**src/rtl/tart_sig_framer.sv**
```systemverilog
// Slices the raw per-antenna 1-bit I/Q stream into correlator blocks of LOOP0*LOOP1 samples.
// Optional test-pattern LFSR source enabled by TART_SIG_PATTERN_EN.
module tart_sig_framer #(
  parameter int WIDTH = 16,
  parameter int LOOP0 = 3,
  parameter int LOOP1 = 5,
  parameter int CBITS = 4,
  parameter int FBITS = 16
) (
  input  logic             sig_clock,
  input  logic             reset_n,
  input  logic             ant_valid_i,
  input  logic [WIDTH-1:0] ant_idata_i,
  input  logic [WIDTH-1:0] ant_qdata_i,
  input  logic             start_i,
  input  logic             stop_i,
  input  logic [FBITS-1:0] frames_i,
  input  logic             pattern_i,
  output logic             sig_valid_o,
  output logic             sig_first_o,
  output logic             sig_last_o,
  output logic [WIDTH-1:0] sig_idata_o,
  output logic [WIDTH-1:0] sig_qdata_o,
  output logic             busy_o,
  output logic             done_o,
  output logic [FBITS-1:0] frame_count_o
);

  localparam int               COUNT    = LOOP0 * LOOP1;
  localparam logic [CBITS-1:0] LAST_IDX = CBITS'(COUNT - 1);
  localparam logic [CBITS-1:0] C_ONE    = CBITS'(1);
  localparam logic [FBITS-1:0] F_ONE    = FBITS'(1);

  typedef enum logic [1:0] {IDLE, ARM, RUN, DRAIN} state_t;

  state_t           state_q, state_d;
  logic [CBITS-1:0] cnt_q, cnt_d;
  logic [FBITS-1:0] limit_q, limit_d;
  logic [FBITS-1:0] fcnt_q, fcnt_d;
  logic [FBITS-1:0] fcnt_inc;
  logic             stop_q, stop_d;
  logic             vld_q, vld_d;
  logic             first_q, first_d;
  logic             last_q, last_d;
  logic             busy_q, busy_d;
  logic             done_q, done_d;
  logic [WIDTH-1:0] idata_q, idata_d;
  logic [WIDTH-1:0] qdata_q, qdata_d;
  logic             accept;
  logic             is_last;

`ifdef TART_SIG_PATTERN_EN
  localparam logic [31:0] LFSR_SEED = 32'hACE1_ACE1;
  localparam logic [31:0] LFSR_POLY = 32'h8020_0003;
  logic [31:0]        lfsr_q, lfsr_d;
  logic [2*WIDTH-1:0] pat_dat;
  assign pat_dat = (2*WIDTH)'(lfsr_q);
`else
  logic unused_pattern;
  assign unused_pattern = pattern_i;
`endif

  assign fcnt_inc = fcnt_q + F_ONE;
  assign is_last  = (cnt_q == LAST_IDX);

  always_comb begin
    state_d = state_q;
    cnt_d   = cnt_q;
    limit_d = limit_q;
    fcnt_d  = fcnt_q;
    stop_d  = stop_q;
    vld_d   = 1'b0;
    first_d = 1'b0;
    last_d  = 1'b0;
    idata_d = idata_q;
    qdata_d = qdata_q;
    done_d  = (state_q == DRAIN);
    accept  = 1'b0;
`ifdef TART_SIG_PATTERN_EN
    lfsr_d  = lfsr_q;
`endif

    case (state_q)
      IDLE: begin
        if (start_i && !stop_i) begin
          limit_d = frames_i;
          fcnt_d  = '0;
          cnt_d   = '0;
          stop_d  = 1'b0;
          state_d = ARM;
`ifdef TART_SIG_PATTERN_EN
          lfsr_d  = LFSR_SEED;
`endif
        end
      end
      ARM: begin
        if (ant_valid_i) begin
          accept  = 1'b1;
          state_d = RUN;
          if (stop_i) stop_d = 1'b1;
        end else if (stop_i) begin
          state_d = DRAIN;
        end
      end
      RUN: begin
        if (stop_i) stop_d = 1'b1;
        accept = ant_valid_i;
      end
      DRAIN: begin
        stop_d  = 1'b0;
        state_d = IDLE;
      end
      default: state_d = IDLE;
    endcase

    // A block only ever ends on its last sample, so stop requests wait for it.
    if (accept) begin
      vld_d   = 1'b1;
      first_d = (cnt_q == '0);
      last_d  = is_last;
      idata_d = ant_idata_i;
      qdata_d = ant_qdata_i;
`ifdef TART_SIG_PATTERN_EN
      if (pattern_i) begin
        {idata_d, qdata_d} = pat_dat;
        lfsr_d = {1'b0, lfsr_q[31:1]} ^ (lfsr_q[0] ? LFSR_POLY : 32'h0);
      end
`endif
      if (is_last) begin
        cnt_d  = '0;
        fcnt_d = fcnt_inc;
        if (stop_q || stop_i || ((limit_q != '0) && (fcnt_inc == limit_q)))
          state_d = DRAIN;
      end else begin
        cnt_d = cnt_q + C_ONE;
      end
    end

    busy_d = (state_d != IDLE);
  end

  always_ff @(posedge sig_clock) begin
    if (!reset_n) begin
      state_q <= IDLE;
      cnt_q   <= '0;
      limit_q <= '0;
      fcnt_q  <= '0;
      stop_q  <= 1'b0;
      vld_q   <= 1'b0;
      first_q <= 1'b0;
      last_q  <= 1'b0;
      busy_q  <= 1'b0;
      done_q  <= 1'b0;
      idata_q <= '0;
      qdata_q <= '0;
`ifdef TART_SIG_PATTERN_EN
      lfsr_q  <= LFSR_SEED;
`endif
    end else begin
      state_q <= state_d;
      cnt_q   <= cnt_d;
      limit_q <= limit_d;
      fcnt_q  <= fcnt_d;
      stop_q  <= stop_d;
      vld_q   <= vld_d;
      first_q <= first_d;
      last_q  <= last_d;
      busy_q  <= busy_d;
      done_q  <= done_d;
      idata_q <= idata_d;
      qdata_q <= qdata_d;
`ifdef TART_SIG_PATTERN_EN
      lfsr_q  <= lfsr_d;
`endif
    end
  end

  assign sig_valid_o   = vld_q;
  assign sig_first_o   = first_q;
  assign sig_last_o    = last_q;
  assign sig_idata_o   = idata_q;
  assign sig_qdata_o   = qdata_q;
  assign busy_o        = busy_q;
  assign done_o        = done_q;
  assign frame_count_o = fcnt_q;

endmodule

```
**config.mk**
```make
export PLATFORM = sky130hd
export DESIGN_NAME = tart_sig_framer
export DESIGN_NICKNAME = d
export VERILOG_FILES = /design/src/rtl/tart_sig_framer.sv
export SDC_FILE = /design/constraint.sdc
export NUM_CORES = 1
export LEC_CHECK = 0
export CORE_ASPECT_RATIO = 0.5
export CORE_MARGIN = 4
export CORE_UTILIZATION = 45
export CTS_BUF_LIST = sky130_fd_sc_hd__clkbuf_8
export DETAILED_ROUTE_END_ITERATION = 7
export GPL_ROUTABILITY_DRIVEN = 1
export PLACE_DENSITY = 0.9
export SYNTH_ARGS = -nofsm -noshare
export SYNTH_HDL_FRONTEND = slang
export SYNTH_SLANG_ARGS = --single-unit
```
**constraint.sdc**
```tcl
create_clock -name sig_clock -period 2.2 [get_ports sig_clock]
set_input_delay 0.55 -clock sig_clock [delete_from_list [all_inputs] [get_ports sig_clock]]
set_output_delay 0.55 -clock sig_clock [all_outputs]
set_load 0.02 [all_outputs]
```
Cell outlines without signal wires:
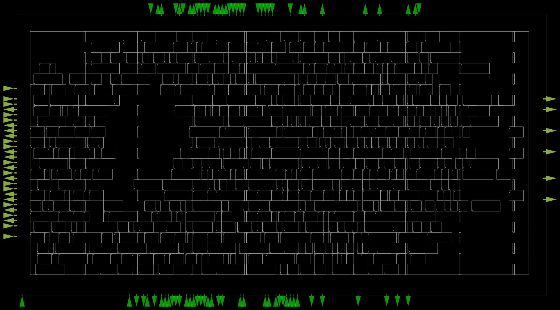
CORE AREA: 0.00803 sq mm
Row Count: 23
# Taps: 112
non-filler cells, final: 707

Signal wires by layer:
Drawn at 4 px/micron. Only two layers are drawn.
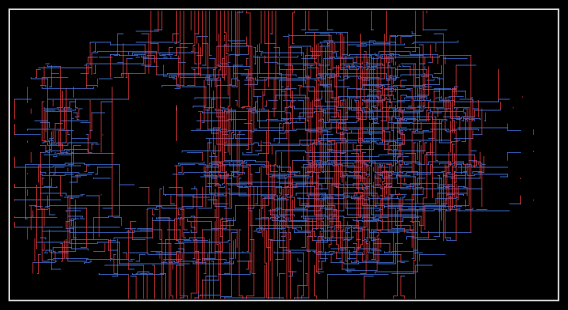
Key: red = met2 [wire length 5090 microns]; blue = met1 [wire length 4370 microns]
wire per inst: 14.6 microns
gr usage total: 20.5%
final wirelength: 10.3 mm
routed via count: 3758

Cells colored by class:
Drawn at 3 px/micron.
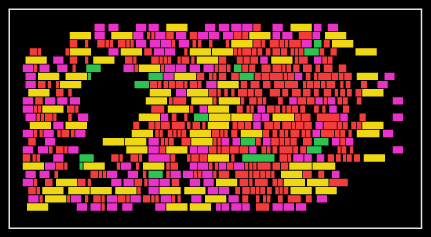
Key: yellow = flip-flops [cells 76, share of their area 30%]; green = clock drivers and dummy loads [cells 16, share of their area 4.0%]; magenta = other buffers and delay cells [cells 139, share of their area 25%]; red = all other logic [cells 364, share of their area 41%]

==> run_results.csv <==
group,metric,value,unit
status,run_status,"finished, final reports clean",
synth,ys_seq_share,40.7,%
final_timing,timing.final.hold_violations,0,
final_timing,setup_slack,0.108,ns
setup_path,path_class,"register to output port",
setup_path,required,1.65,ns
global_route,grt_util_met1,24.3,%
setup_path,r2r-start,"state_q[0]",
floorplan,io_pins,107,
synth,yosysMostFrequentCell,"nand2_1",
synth,edf_count,0,
pwr,sw_frac_of_total,28.9,%
detailed_routing,drt-pass1-iter-count,5,
final_timing,max_slew.worst_pin.slew,0.611,ns
detailed_routing,vias_per_cell,5.32,
synth,synth.distinct_cells,49,
global_route,grt.busiest_layer,"met2",
layout,synthToLayoutAreaGrowth,41.7,%
setup_path,r2r_end,"frame_count_o[6]",
layout,fillers,623,
detailed_routing,drc,0,
cts,postCtsHoldBufs,0,
synth,area_leaders,"dfxtp_1 (41%), nand2_1 (12%), a21boi_0 (11%), o21ai_0 (3.5%), ha_1 (2.7%)",
floorplan,dieWidth,137,microns
pwr,leakage,1.94,nW
synth,muxShareOfSynthArea,0.268,%
placement,io_buffer_count,105,
hold_path,hold_path_class,"register to register",
global_route,antenna_found_initial,0,
floorplan,initCoreUtil,46.6,%
flow_run,cap_violations,0,
pwr,power_leader,"sequential cells",
cts,h-tree-depth,3,
synth,syn_area,0.00374,sq mm
layout,comb_area,0.00208,sq mm
final_timing,fin_crit,2.09,ns
setup_path,r2r_cells,6,
floorplan,chipArea,0.00992,sq mm
detailed_routing,wl_met1,4.37,mm
placement,pre_cts_ws,-0.130,ns
flow_run,warnings,32,
detailed_routing,wl_met3,669,microns
cts,postCtsSetupRepairBufs,0,
detailed_routing,drt_iter0_drc,318,
synth,adder_share,2.68,%
pwr,power_frac_seq,45.3,%
pwr,power_frac_comb,22.5,%
cts,cts.path.max_buffers,2,
pwr,comb_power,0.766,mW
global_route,grt.overflow.total,0,
pwr,powerClk,1.09,mW
layout,drive_above_1_share,10.6,%
layout,nNonClkInverters,10,
cts,clock_latency,0.36,ns
cts,path_clk_slew,0.08,ns
synth,yosysCellCount,468,
placement,routabilityCongestion,0.877,
pwr,vdd_ir_drop_max,361,uV
hold_path,worstHoldEndpoint,"sig_qdata_o[14]",
setup_path,worstSetupEndpointType,"output port",
global_route,grt_max_degree,74,
synth,logic_family,"simple AND/OR/NAND/NOR gates",
synth,synth-simple-area-share,28.2,%
cts,ctsResizeCount,0,
detailed_routing,dr.max_layer_used,"met4",
global_route,use_met2,35.3,%
final_timing,setup_viol,0,
detailed_routing,met2_length,5.09,mm
layout,sh_comb_area,39.2,%
pwr,p_total,3.40,mW
layout,buffers,139,
pwr,clock_power_share,32.2,%
setup_path,critical_path.max_fanout,7,
layout,seq_area_share,28.8,%
Register map, names as in the netlist:
Drawn at 6 px/micron. Other sequential cells in the stronger gray, the rest of the logic in the fainter gray.
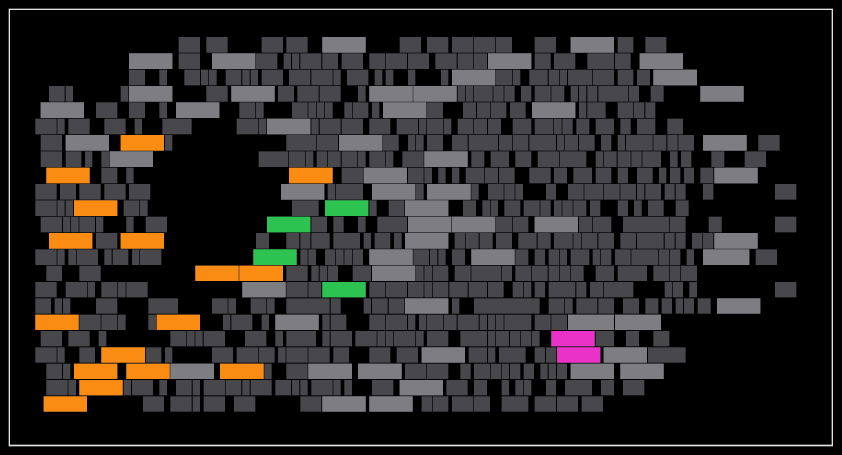
Key: green = `cnt_q` [sequential cells 4]; orange = `sig_idata_o` [sequential cells 16]; magenta = `state_q` [sequential cells 2]
Another 54 sequential cells are not colored.
Seq power: 1.54 mW
Flop area: 0.00153 sq mm

The metal 3 layer:
Drawn at 4 px/micron.
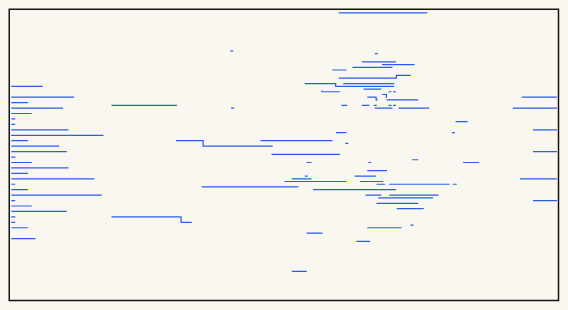
The longest straight run is 23.9 microns. The layer holds 6.5% of the routed length.
met3 Usage GRT: 6.79%

[worst max-delay path, cell delays in order (launching register included)]
cell	delay (ns)
dfxtp_2	0.40
buf_4	0.18
clkdlybuf4s50_1	0.61
[per-stage QoR]
step | hold WS [ns] | std cells | setup TNS (ns)
2_1_floorplan | 0.439 | 468 | 0
3_3_place_gp | 0.450 | 691 | -0.0546
3_5_place_dp | 0.457 | 691 | -0.656
4_1_cts | 0.468 | 707 | 0
5_1_grt | 0.483 | 707 | -0.0747
6_report | 0.464 | 707 | 0
[flip-flops by register name, indices dropped and copies added (netlist names)]
signal and count:
busy_o 1, frame_count_o 16, cnt_q 4, limit_q 16, stop_q 1, sig_qdata_o 16
done_o 1, sig_last_o 1, sig_valid_o 1, state_q 2, sig_first_o 1, sig_idata_o 16
Power and IR drop assume default switching activity.
